$ cat src/rtl/param_mux_scan_if.sv
// rtl/param_mux_scan_if.sv - channel data, control and registered output bundle for param_mux_scan
interface param_mux_scan_if #(
    parameter int N_CH    = 8,
    parameter int DW      = 8,
    parameter int DWELL_W = 8
);
    localparam int SEL_W = $clog2(N_CH);

    logic [N_CH*DW-1:0] din;
    logic [SEL_W-1:0]   sel;
    logic               mode;
    logic               start;
    logic [DWELL_W-1:0] dwell;
    logic [N_CH-1:0]    en_mask;
    logic [DW-1:0]      dout;
    logic [SEL_W-1:0]   dout_ch;
    logic               dout_valid;
    logic               busy;

    modport master (
        output din, sel, mode, start, dwell, en_mask,
        input  dout, dout_ch, dout_valid, busy
    );

    modport slave (
        input  din, sel, mode, start, dwell, en_mask,
        output dout, dout_ch, dout_valid, busy
    );
endinterface

$ cat src/rtl/param_mux_scan.sv
// rtl/param_mux_scan.sv - N-channel registered mux with manual select and one-shot dwell scan
module param_mux_scan #(
    parameter int N_CH    = 8,
    parameter int DW      = 8,
    parameter int DWELL_W = 8
) (
    input  logic             clk,
    input  logic             rst,
    param_mux_scan_if.slave  bus
);
    localparam int SEL_W = $clog2(N_CH);
    // One extra bit so the range test is meaningful when N_CH is a power of two.
    localparam logic [SEL_W:0] CH_LIMIT = (SEL_W+1)'(N_CH);

    typedef enum logic {IDLE = 1'b0, SCAN = 1'b1} state_t;

    state_t             state, state_next;
    logic [SEL_W-1:0]   ptr, first_ch, next_ch;
    logic               has_next;
    logic [DWELL_W-1:0] cnt, dwell_l;
    logic [N_CH-1:0]    mask_l;
    logic [DW-1:0]      sel_data, ptr_data;
    logic               sel_ok, scan_go, dwell_done;

    assign sel_ok   = ({1'b0, bus.sel} < CH_LIMIT);
    assign bus.busy = (state == SCAN);

    // Descending loops so the last hit is the lowest qualifying channel.
    always_comb begin
        sel_data = '0;
        ptr_data = '0;
        first_ch = '0;
        next_ch  = '0;
        has_next = 1'b0;
        for (int i = N_CH - 1; i >= 0; i--) begin
            if (bus.sel == SEL_W'(i)) sel_data = bus.din[i*DW +: DW];
            if (ptr == SEL_W'(i))     ptr_data = bus.din[i*DW +: DW];
            if (bus.en_mask[i])       first_ch = SEL_W'(i);
            if (mask_l[i] && (SEL_W'(i) > ptr)) begin
                next_ch  = SEL_W'(i);
                has_next = 1'b1;
            end
        end
    end

    always_comb begin
        state_next = state;
        scan_go    = 1'b0;
        dwell_done = 1'b0;
        case (state)
            IDLE: begin
                if (bus.mode && bus.start && (|bus.en_mask)) begin
                    state_next = SCAN;
                    scan_go    = 1'b1;
                end
            end
            SCAN: begin
                dwell_done = (cnt == dwell_l);
                if (dwell_done && !has_next) state_next = IDLE;
            end
            default: state_next = IDLE;
        endcase
    end

    always_ff @(posedge clk) begin
        if (rst) state <= IDLE;
        else     state <= state_next;
    end

    always_ff @(posedge clk) begin
        if (rst) begin
            bus.dout       <= '0;
            bus.dout_ch    <= '0;
            bus.dout_valid <= 1'b0;
            ptr            <= '0;
            cnt            <= '0;
            mask_l         <= '0;
            dwell_l        <= '0;
        end else begin
            case (state)
                IDLE: begin
                    if (!bus.mode) begin
                        bus.dout       <= sel_ok ? sel_data : '0;
                        bus.dout_ch    <= bus.sel;
                        bus.dout_valid <= sel_ok;
                    end else begin
                        bus.dout_valid <= 1'b0;
                    end
                    if (scan_go) begin
                        mask_l  <= bus.en_mask;
                        dwell_l <= bus.dwell;
                        ptr     <= first_ch;
                        cnt     <= '0;
                    end
                end
                SCAN: begin
                    if (!dwell_done) begin
                        cnt            <= cnt + 1'b1;
                        bus.dout_valid <= 1'b0;
                    end else begin
                        bus.dout       <= ptr_data;
                        bus.dout_ch    <= ptr;
                        bus.dout_valid <= 1'b1;
                        cnt            <= '0;
                        if (has_next) ptr <= next_ch;
                    end
                end
                default: bus.dout_valid <= 1'b0;
            endcase
        end
    end
endmodule
$ cat src/flat_wrapper.sv
// flat-port wrapper written by rule: the top's interface ports become plain ports
module param_mux_scan_flat 
#(
    parameter int N_CH    = 8,
    parameter int DW      = 8,
    parameter int DWELL_W = 8
)
  (clk, rst, bus_din, bus_sel, bus_mode, bus_start, bus_dwell, bus_en_mask, bus_dout, bus_dout_ch, bus_dout_valid, bus_busy);
  param_mux_scan_if #(.N_CH(N_CH), .DW(DW), .DWELL_W(DWELL_W)) bus_i ();
  input  logic clk;
  input  logic rst;
  input wire logic [$bits(bus_i.din)-1:0] bus_din;
  input wire logic [$bits(bus_i.sel)-1:0] bus_sel;
  input wire logic [$bits(bus_i.mode)-1:0] bus_mode;
  input wire logic [$bits(bus_i.start)-1:0] bus_start;
  input wire logic [$bits(bus_i.dwell)-1:0] bus_dwell;
  input wire logic [$bits(bus_i.en_mask)-1:0] bus_en_mask;
  output wire logic [$bits(bus_i.dout)-1:0] bus_dout;
  output wire logic [$bits(bus_i.dout_ch)-1:0] bus_dout_ch;
  output wire logic [$bits(bus_i.dout_valid)-1:0] bus_dout_valid;
  output wire logic [$bits(bus_i.busy)-1:0] bus_busy;
  assign bus_i.din = bus_din;
  assign bus_i.sel = bus_sel;
  assign bus_i.mode = bus_mode;
  assign bus_i.start = bus_start;
  assign bus_i.dwell = bus_dwell;
  assign bus_i.en_mask = bus_en_mask;
  assign bus_dout = bus_i.dout;
  assign bus_dout_ch = bus_i.dout_ch;
  assign bus_dout_valid = bus_i.dout_valid;
  assign bus_busy = bus_i.busy;
  param_mux_scan #(.N_CH(N_CH), .DW(DW), .DWELL_W(DWELL_W)) u_core (.clk(clk), .rst(rst), .bus(bus_i));
endmodule
$ cat config.mk
export PLATFORM = sky130hd
export DESIGN_NAME = param_mux_scan_flat
export DESIGN_NICKNAME = d
export VERILOG_FILES = /design/src/rtl/param_mux_scan_if.sv /design/src/rtl/param_mux_scan.sv /design/src/flat_wrapper.sv
export SDC_FILE = /design/constraint.sdc
export NUM_CORES = 1
export LEC_CHECK = 0
export ABC_AREA = 1
export ABC_CLOCK_PERIOD_IN_PS = 1300
export CAP_MARGIN = 5
export CORE_ASPECT_RATIO = 1.1
export CORE_MARGIN = 5
export CORE_UTILIZATION = 35
export CTS_BUF_LIST = sky130_fd_sc_hd__clkbuf_16
export CTS_CLUSTER_DIAMETER = 100
export DETAILED_ROUTE_END_ITERATION = 12
export GPL_TIMING_DRIVEN = 0
export SKIP_LAST_GASP = 1
export SYNTH_ARGS = -nofsm -noshare
export SYNTH_HDL_FRONTEND = slang
export SYNTH_SLANG_ARGS = --single-unit
export TNS_END_PERCENT = 1
$ cat constraint.sdc
create_clock -name clk -period 1.3 [get_ports clk]
set_input_delay 0.13 -clock clk [delete_from_list [all_inputs] [get_ports clk]]
set_output_delay 0.13 -clock clk [all_outputs]
set_load 0.02 [all_outputs]
==> reports/summary.txt, run 1 <==
Run status = complete, but fails checks
Failing checks = setup timing
Top Consumer = combinational cells
Netlist Area Pre-Place = 3320 um^2
Critical path destination = u_core.bus.dout[4]$_SDFFE_PP0P_
Filler instances = 948
Syn Nets = 676
Crit share post-route = 1.14
EDFF count, synth = 0
Fin nets = 797
Flop pwr share = 0.326
Biggest regs = u_core.bus.dout: 8 flops, u_core.cnt: 8 flops, u_core.dwell_l: 8 flops
Wire length on met2 = 6070 um
Power share of the clock group = 0.295
Cts hold-fix bufs = 0
Clk slew on worst S/H paths = 60 ps
Tool warnings = 29
First-pass GRT wire length = 19,700 um
CTS tree = built
CP top delay family = simple AND/OR/NAND/NOR gates
CP required = 1530 ps
Met3 Routed Length = 846 um
Top cells by count = 166 x nand2_1, 82 x inv_1, 69 x nor2_1
Top layer in use = met4
Logic share of the area = 0.452
Post-route setup slack = -184 ps
I/O pin count = 100
Clk sink count = 39
Combinational power share = 0.379
Worst VDD drop = 0.476 mV
Startpoint Class = flip-flop
Critical path fanouts, max = 7
MaxCap Viol Count = 0
Post-synth area hogs = dfxtp_1 24%, nand2_1 19%, inv_1 9.3%, o21ai_0 8.0%, nor2_1 7.8%
Die X = 103 um
Levels on crit path = 9
Register Area = 805 um^2
Cell variety after synth = 32
GR Util met3 = 0.0292
Rel. slew slack = 0.664
Worst slew pin tran = 504 ps
Pre-Repair DR Iteration Count = 6
Combinational gate power = 1.56 mW
Die Y = 112 um
CP Class = reg2reg
Worst R2R Start = u_core.cnt[3]$_SDFFE_PP0P_
Placed cells = 801
Count leader, synth = nand2_1
Simple share = 0.455
# resized after CTS = 57
Clk power = 1.21 mW
DP HPWL = 9730 um
RSZ-0062 raised after global routing = true
Postcts setup bufs = 14
Post-Synth XOR/XNOR Area = 0.00792
Most frequent logic cell in the layout = nand2_1
Met1 WL = 5110 um
Dominant comb cell = simple AND/OR/NAND/NOR gates
Number of global-route vias before repair = 4,145
P_leak = 2.25 nW
DRC = 0
Worst Setup SP = u_core.cnt[3]$_SDFFE_PP0P_
Pint = 2.69 mW
Tap cell count = 117
Yosys stat chip area = 3320 um^2
Hold Path Stages = 2
Layout cells sized above 1 = 0.145
Root buffer cell = clkbuf_16
Min-delay src = rst
Antenna-violating nets left = 0
Core area = 9310 um^2
Critical Path Sink Type = flip-flop
Layout Utilization = 0.527
FFs w/ async S/R, synth = 0
Synth flops = 39
Top Layout Cells = 159 x nand2_1, 95 x clkdlybuf4s50_1, 76 x inv_1, 62 x nor2_1, 51 x o21ai_0
Arr. time, crit path = 1710 ps
Fp util = 0.357
Register-to-Register Path Depth = 9
Final setup fails = 52
CP peak stage delay = 340 ps
Placed instance area = 4430 um^2
Synthesized area per cell = 5.65 um^2
GR Overflow Total = 0
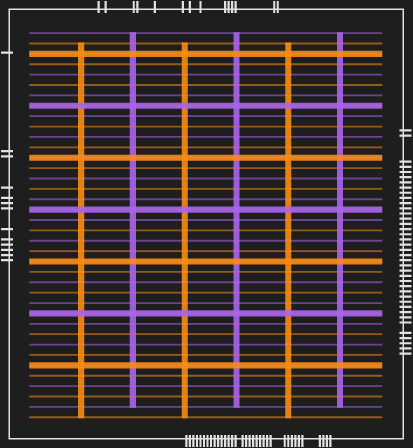
Fig. 1. PDN straps and rails (run 1).
Pins as bars on the die edge.
orange -> VSS
purple -> VDD
met1 rails = 38
met4 straps = 6

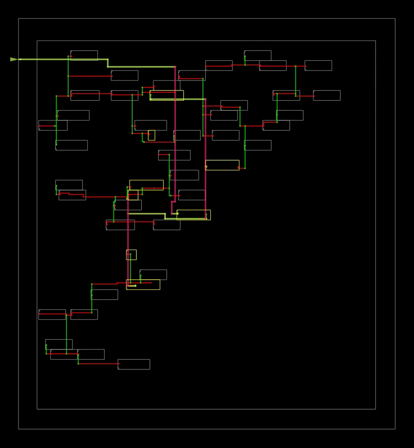
Fig. 2. Clock nets (run 1).
skew final: 6.49 ps
TritonCTS buffer count: 5

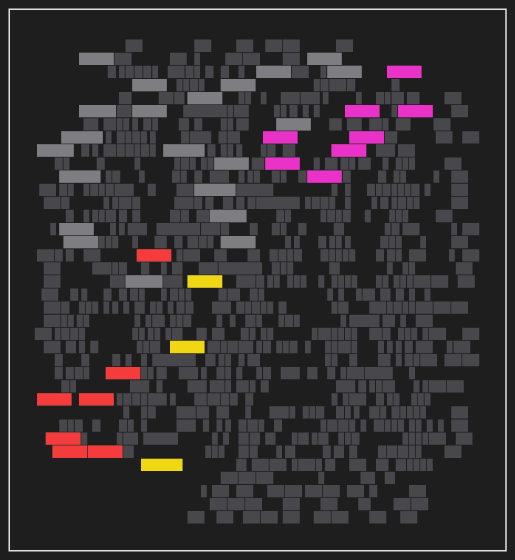
Fig. 3. Register map, names as in the netlist (run 1).
Other sequential cells in the stronger grey, the rest of the logic in the fainter grey.
red -> `u_core.mask_l`  # sequential cells 7, where bottom left
yellow -> `u_core.ptr`  # sequential cells 3
magenta -> `u_core.bus.dout`  # sequential cells 8
not coloured = 21

==> run 1 -> run 2 <==
Settings changed: CORE_MARGIN 5 to not set.
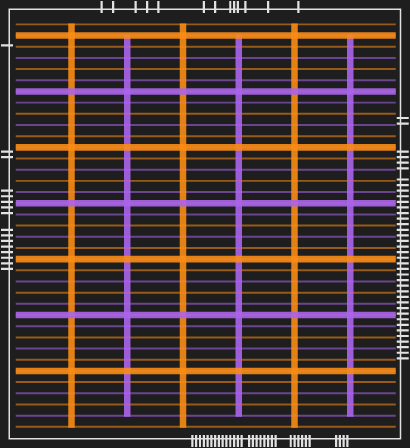
Fig. 4. PDN straps and rails (run 2).
Pins as bars on the die edge.
Die X: 94.9 um
core area: 9050 um^2

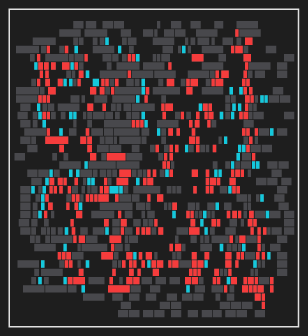
Fig. 5. Gate families picked out (run 2).
cyan -> inverters  # cells 85
red -> NAND gates  # cells 251, where spread over the die

==> run 2 against run 1 <==
  * The run still ends with setup timing left
  * Clock power up 17%
  * Non-clock buffer count shrank 1
  * Register-to-register slack lost 50 ps
  * Critical path type unchanged
  * Critical endpoint is now u_core.bus.dout_ch[1]$_SDFFE_PP0P_
  * Largest cell class unchanged
==> reports/summary.txt, run 2 <==
Fp util = 0.367
Biggest regs = u_core.bus.dout: 8 flops, u_core.cnt: 8 flops, u_core.dwell_l: 8 flops
Most frequent logic cell in the layout = nand2_1
Synthesized area per cell = 5.65 um^2
# resized after CTS = 58
P_leak = 2.27 nW
Postcts setup bufs = 12
DRC = 0
Synth flops = 39
DP HPWL = 9660 um
I/O pin count = 100
Skew final = 6.94 ps
Failing checks = setup timing
MaxCap Viol Count = 0
Critical Path Sink Type = flip-flop
Run status = complete, but fails checks
Startpoint Class = flip-flop
Crit share post-route = 1.18
Number of global-route vias before repair = 4,120
Post-route setup slack = -236 ps
Met1 WL = 5340 um
Netlist Area Pre-Place = 3320 um^2
Syn Nets = 676
Tool warnings = 29
CTS tree = built
Pre-Repair DR Iteration Count = 5
CP top delay family = simple AND/OR/NAND/NOR gates
Root buffer cell = clkbuf_16
Combinational gate power = 1.59 mW
Worst R2R Start = u_core.cnt[0]$_SDFFE_PP0P_
CP required = 1530 ps
RSZ-0062 raised after global routing = true
Levels on crit path = 11
Layout Utilization = 0.546
Layout cells sized above 1 = 0.149
Hold Path Stages = 2
Pint = 2.90 mW
Critical path fanouts, max = 5
Wire length on met2 = 6220 um
Min-delay src = rst
Arr. time, crit path = 1770 ps
Clk slew on worst S/H paths = 60 ps
Simple share = 0.455
Post-synth area hogs = dfxtp_1 24%, nand2_1 19%, inv_1 9.3%, o21ai_0 8.0%, nor2_1 7.8%
Yosys stat chip area = 3320 um^2
Count leader, synth = nand2_1
Register Area = 805 um^2
Clk power = 1.41 mW
Top Layout Cells = 158 x nand2_1, 95 x clkdlybuf4s50_1, 76 x inv_1, 63 x nor2_1, 49 x o21ai_0
CP peak stage delay = 350 ps
Top Consumer = combinational cells
Final setup fails = 51
Combinational power share = 0.365
Antenna-violating nets left = 0
Tap cell count = 114
GR Util met3 = 0.0365
Top layer in use = met4
GR Overflow Total = 0
CP Class = reg2reg
Filler instances = 925
Worst VDD drop = 0.476 mV
Placed cells = 798
First-pass GRT wire length = 19,900 um
Rel. slew slack = 0.638
Worst Setup SP = u_core.cnt[0]$_SDFFE_PP0P_
Top cells by count = 166 x nand2_1, 82 x inv_1, 69 x nor2_1
Met3 Routed Length = 593 um
Power figures rest on the tool's default switching activity, not on a simulated workload.
